===== config.mk =====
export PLATFORM = sky130hd
export DESIGN_NAME = rr_burst_sched
export DESIGN_NICKNAME = d
export VERILOG_FILES = /design/src/rtl/arb_pkg.sv /design/src/rtl/prio_pick.sv /design/src/rtl/rr_burst_sched.sv
export SDC_FILE = /design/constraint.sdc
export NUM_CORES = 1
export LEC_CHECK = 0
export CAP_MARGIN = 20
export CORE_AREA = 5 5 59 51
export DETAILED_ROUTE_END_ITERATION = 7
export DIE_AREA = 0 0 64 56
export HOLD_SLACK_MARGIN = 0.12
export PLACE_DENSITY = 0.82
export SKIP_CTS_REPAIR_TIMING = 1
export SLEW_MARGIN = 20
export SYNTH_ARGS = -nofsm -noshare
export SYNTH_HDL_FRONTEND = slang
export SYNTH_SLANG_ARGS = --single-unit

===== constraint.sdc =====
create_clock -name clk -period 1.61 [get_ports clk]
set_clock_uncertainty 0.05 [all_clocks]
set_input_delay 0.322 -clock clk [delete_from_list [all_inputs] [get_ports clk]]
set_output_delay 0.322 -clock clk [all_outputs]
set_load 0.01 [all_outputs]

===== src/rtl/arb_pkg.sv =====
// +----------------------------------------------------------------------+
// | arb_pkg : shared types and helpers for the round-robin burst sched   |
// | Rev 1.0                                                              |
// +----------------------------------------------------------------------+
`default_nettype none

package arb_pkg;

  localparam int ARB_MAX_N = 32;

  typedef enum logic {
    IDLE  = 1'b0,
    BURST = 1'b1
  } sched_state_e;

  // Two's-complement trick isolates the lowest set bit.
  function automatic logic [ARB_MAX_N-1:0] lowest_onehot(input logic [ARB_MAX_N-1:0] v);
    return v & (~v + {{(ARB_MAX_N-1){1'b0}}, 1'b1});
  endfunction

endpackage

`default_nettype wire


===== src/rtl/prio_pick.sv =====
// +----------------------------------------------------------------------+
// | prio_pick : fixed-priority one-hot picker, lowest index wins         |
// | Rev 1.0                                                              |
// +----------------------------------------------------------------------+
`default_nettype none

module prio_pick
  import arb_pkg::*;
#(
  parameter int N = 4
) (
  input  logic [N-1:0] req,
  output logic [N-1:0] onehot
);

  logic [ARB_MAX_N-1:0] req_ext;
  logic [ARB_MAX_N-1:0] pick_ext;
  logic [ARB_MAX_N-1:0] unused_pick;

  always_comb begin
    req_ext        = '0;
    req_ext[N-1:0] = req;
  end

  assign pick_ext    = lowest_onehot(req_ext);
  assign onehot      = pick_ext[N-1:0];
  assign unused_pick = pick_ext;

endmodule

`default_nettype wire


===== src/rtl/rr_burst_sched.sv =====
// +----------------------------------------------------------------------+
// | rr_burst_sched : round-robin scheduler granting paced beat bursts    |
// | Rev 1.0                                                              |
// +----------------------------------------------------------------------+
`default_nettype none

module rr_burst_sched
  import arb_pkg::*;
#(
  parameter int N     = 4,
  parameter int LEN_W = 4
) (
  input  logic               clk,
  input  logic               rst,
  input  logic [N-1:0]       req,
  input  logic [N*LEN_W-1:0] req_len,
  input  logic               rsrc_ready,
  output logic [N-1:0]       grant,
  output logic               beat_last,
  output logic               busy
);

  localparam logic [N-1:0]     ONE_N   = {{(N-1){1'b0}}, 1'b1};
  localparam logic [LEN_W-1:0] ONE_CNT = {{(LEN_W-1){1'b0}}, 1'b1};

  sched_state_e     state;
  logic [LEN_W-1:0] beat_cnt;
  logic [N-1:0]     prio_mask;

  logic [N-1:0]     masked_req;
  logic [N-1:0]     masked_oh;
  logic [N-1:0]     plain_oh;
  logic [N-1:0]     winner;
  logic [LEN_W-1:0] winner_len;
  logic [N-1:0]     next_mask;
  logic             accepted;
  logic             aborted;
  logic             last_cnt;

  assign masked_req = req & prio_mask;

  prio_pick #(.N(N)) u_pick_masked (
    .req    (masked_req),
    .onehot (masked_oh)
  );

  prio_pick #(.N(N)) u_pick_plain (
    .req    (req),
    .onehot (plain_oh)
  );

  assign winner = (|masked_req) ? masked_oh : plain_oh;

  always_comb begin
    winner_len = '0;
    for (int i = 0; i < N; i++) begin
      if (winner[i]) winner_len = winner_len | req_len[i*LEN_W +: LEN_W];
    end
  end

  // Mask keeps only requesters strictly above the current owner; wraps to all when owner is top.
  assign next_mask = grant[N-1] ? '1 : ~(grant | (grant - ONE_N));

  assign accepted  = rsrc_ready & (|grant);
  assign aborted   = ~(|(grant & req));
  assign last_cnt  = (beat_cnt == '0);
  assign beat_last = busy & last_cnt;

  always_ff @(posedge clk) begin
    if (rst) begin
      state     <= IDLE;
      grant     <= '0;
      busy      <= 1'b0;
      beat_cnt  <= '0;
      prio_mask <= '1;
    end else begin
      case (state)
        IDLE: begin
          if (|req) begin
            grant    <= winner;
            beat_cnt <= winner_len;
            busy     <= 1'b1;
            state    <= BURST;
          end
        end
        BURST: begin
          if (aborted || (accepted && last_cnt)) begin
            grant     <= '0;
            busy      <= 1'b0;
            state     <= IDLE;
            prio_mask <= next_mask;
          end else if (accepted) begin
            beat_cnt <= beat_cnt - ONE_CNT;
          end
        end
        default: state <= IDLE;
      endcase
    end
  end

endmodule

`default_nettype wire


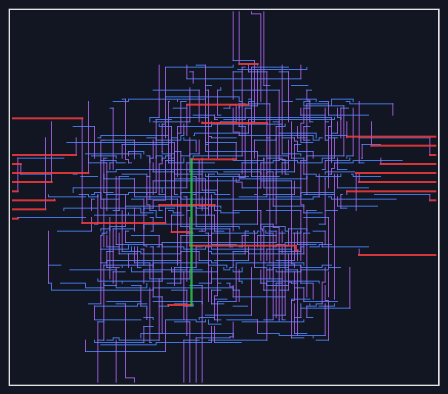
(images/layers.png)
| layer | colour | wire length |
|---|---|---|
| M4 | green | 21.8 um |
| M1 | blue | 1,540 um |
| M3 | red | 203 um |
| M2 | purple | 1,380 um |

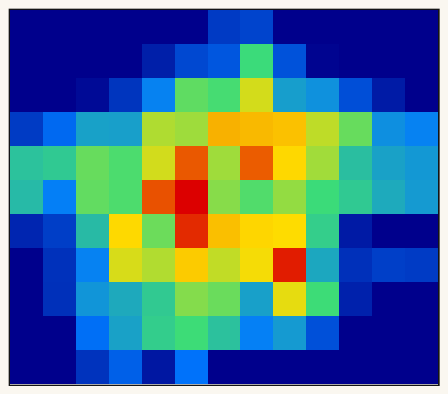
(images/route_heat.png)
The die is cut into 13 by 11 equal tiles; dark blue is low, red is high, scaled to the fullest tile. Values are wire area over tile area, all layers added.
nearly empty tiles: 29%
emptiest ninth of the die: north-west
fullest tile: 0.45
mean over tiles: 0.14

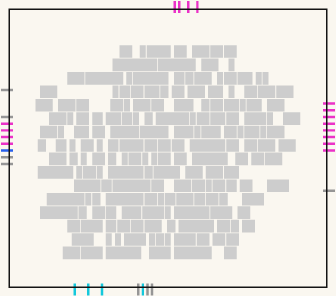
(images/pinout.png)
Pins as bars across the die edge, other pins in grey.
| port | colour | pins | direction | edge |
|---|---|---|---|---|
| beat_last | blue | 1 | output | west |
| grant | cyan | 4 | output | south |
| req_len | magenta | 16 | input | 8 east, 4 west, 4 north |
all pins by edge: 9 west, 9 east, 7 south, 4 north

==> flow_metrics.py <==
# Flow results
metrics = {
    "synthesis": {
        "synthAoiAreaFrac": 0.3192,
        "ys_chip_area_um2": 913.4,
        "synthAdderAreaFrac": 0.01370,
        "synthSimpleGateAreaFrac": 0.2836,
        "top_cells_by_count": "nor2_1, dfxtp_1, inv_1, nand2_1, nand3_1",
        "yosys-top-cells-area": "dfxtp_1, nor2_1, inv_1, nand2_1, nand3_1",
        "xor_area_frac": 0,
        "synth_dominant_cell_count": "nor2_1",
        "synthMuxAreaShare": 0,
        "syn_inst": 119,
        "synthArstFlopShare": 0,
        "ys_types": 42,
        "ys.flops": 14,
        "netlist_area_um2": 913.4,
        "avgSynthCellArea_um2": 7.675,
        "largest_area_cell": "dfxtp_1",
        "edf_count": 0,
        "yosys_cells": 119,
        "synth_warnings": 0,
        "ff_type": "dfxtp_1",
        "synth_nets": 143,
        "top_area_frac": 0.3068,
        "ys_seq_share": 0.3068,
    },
    "setup_path": {
        "cp-end-kind": "flop",
        "startpoint_type": "flop",
        "crit_path_end": "beat_cnt[2]",
        "worstReg2RegStart": "grant[2]",
        "rrSetupSlack_ns": -0.1,
        "required_ns": 1.76,
        "path_cells": "or4_4, and4b_4, o21ai_4, a21oi_2, o221a_1",
        "path_class": "reg -> reg",
        "rr_endpoint": "beat_cnt[2]",
        "cp.depth": 5,
        "cp_top_family": "simple AND/OR/NAND/NOR gates",
        "cp.arrival_ns": 1.85,
        "reg2regPathDepth": 5,
        "cpPeakStageDelay_ns": 0.54,
        "path_max_fanout": 5,
        "path_buffers": 0,
        "critPathLaunch": "grant[2]",
        "worst_path_max_delay_cell": "or4_4",
    },
    "finish": {
        "comb_share": 0.4138,
        "diodes": 0,
        "reg.largest.list": "beat_cnt (4), grant (4), prio_mask (4)",
        "drive_gt1_frac": 0.3923,
        "final_cell_mix": "buf_4, clkdlybuf4s50_1, nor2_1, nand2_1",
        "nNonClkInverters": 10,
        "signal_buffers": 63,
        "seq-cell-share": 0.1762,
        "flop_area_um2": 287.8,
        "area_delta_synth_final_pct": 78.77,
        "dominant_cells": "logic gates",
        "logic_gates": 90,
        "lay_top_count": "buf_4",
        "fin_nets": 206,
        "logic_area_um2": 675.6,
        "fill_cells": 172,
        "clk_share": 0.02222,
        "fin_area_um2": 1633,
        "nonClkBufAreaFrac": 0.3441,
        "fin_util": 0.6971,
    },
    "pwr": {
        "swShare": 0.3541,
        "p_leak_uw": 0.0007855,
        "pg_seq_uw": 465,
        "comb_power_uw": 761,
        "p_clk_frac": 0.181,
        "pwr-share-comb": 0.508,
        "switchingPower_uw": 530.4,
        "power_leader": "combinational cells",
        "cellPowerDensity_nw_per_um2": 917.4,
        "p_int_uw": 967.5,
        "p_seq_frac": 0.311,
        "p_clk_uw": 272,
        "ir_drop_mv": 0.6770,
        "power_uw": 1498,
    },
    "worst_hold_path": {
        "hold_end": "busy",
        "min_from": "busy",
        "hold_depth": 2,
    },
    "floorplanning": {
        "dieArea_um2": 3584,
        "initCoreUtil": 0.3900,
        "nWellTaps": 27,
        "row_count": 16,
        "core_area_um2": 2342,
        "chipHeight_um": 56,
        "ios": 29,
        "die_x_um": 64,
    },
    "run": {
        "max-cap-violations": 0,
        "warning_count": 28,
    },
    "detailed_routing": {
        "first_iter_violations": 53,
        "wirelength_um": 3143,
        "vias_per_cell": 5.543,
        "ant_nets": 0,
        "via_count": 1153,
        "drc": 0,
        "wl_per_cell_um": 15.11,
        "dr.pass1.iters": 4,
    },
    "timing": {
        "final_max_slew_viol_count": 0,
        "max_freq_ghz": 0.5858,
        "maxSlewHeadroom": 0.7822,
        "hold_violations": 0,
        "period_used_share": 1.060,
        "rsz0062_at_grt": "yes",
        "fin_crit_ns": 1.707,
        "fin_hold_ws_ns": 0.4589,
        "fin_setup_tns_ns": -0.6391,
        "tightest_slew_ns": 0.3268,
        "setup_viol": 14,
        "worst_slack_ns": -0.09721,
    },
    "run_status": {
        "status": "complete, but fails checks",
        "violations": "setup timing",
    },
    "clock_tree": {
        "htreeDepth": 1,
        "clk_pin_slew_worst_paths_ns": 0.09,
        "clock_latency_ns": 0.30,
        "clk_path_buf_depth": 2,
        "cts_tree": "yes",
        "ctsRootBufferMaster": "clkbuf_4",
    },
    "global_routing": {
        "grt_max_degree": 11,
        "antenna_found_initial": 0,
        "first_global_vias": 1070,
        "overflow": 0,
        "grt_pass1_wl_um": 4871,
    },
    "place": {
        "postPlaceCellArea_um2": 1438,
        "hpwl_um": 2233,
        "gp_congestion": 0.8380,
    },
}
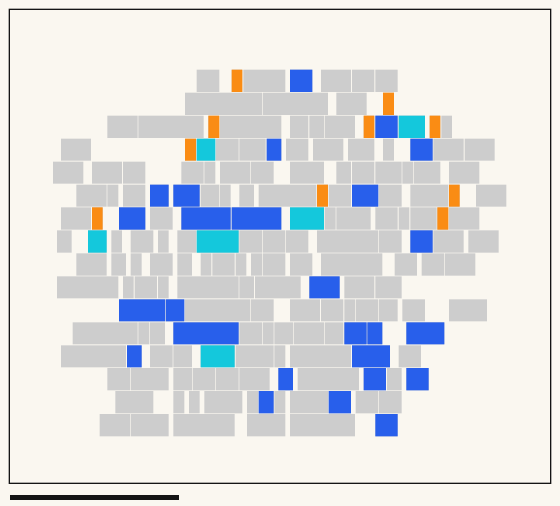
(images/gates.png)
The bar under the picture is 20 um long.
| family | colour | cells |
|---|---|---|
| and/or cells | cyan | 6 |
| inv cells | orange | 10 |
| aoi and oai cells | blue | 26 |

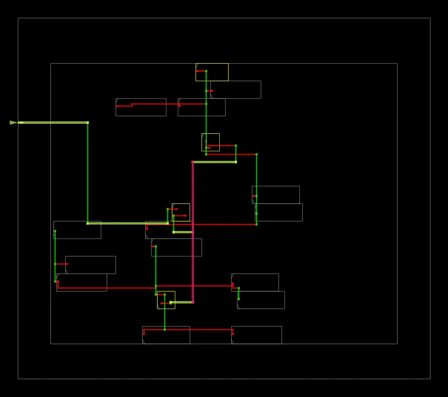
(images/clock_nets.png)
clock buffers: 4
cts bufs inserted: 3
clock tree sinks: 14
number of flip-flops and latches: 14

## metrics by stage
step	instances	setup WS, ns
floorplan	119	-0.09335
global placement	201	-0.5546
detailed placement	201	-0.5805
CTS	205	-0.6013
global route	208	-0.1631
finish	208	-0.09721
## kinds of logic after synthesis
logic type / count (synthesis)
AND-OR/OR-AND: 37
adder cells (fa/ha/maj): 1
buffers and inverters: 15
flip-flops: 14
AND/OR/NAND/NOR: 52
## routing by layer
metal / routed length [um] / share of wire / GRT usage / up-vias
met1: 1536 / 0.49 / 0.2264 / 553
met4: 21 / 0.0067 / 0.05638 / 0
li1: - / - / - / 563
met5: 0 / 0 / 0 / -
met2: 1382 / 0.44 / 0.2367 / 34
met3: 203 / 0.065 / 0.05051 / 3
No activity file was given, so power comes from the tool's default toggle rates.
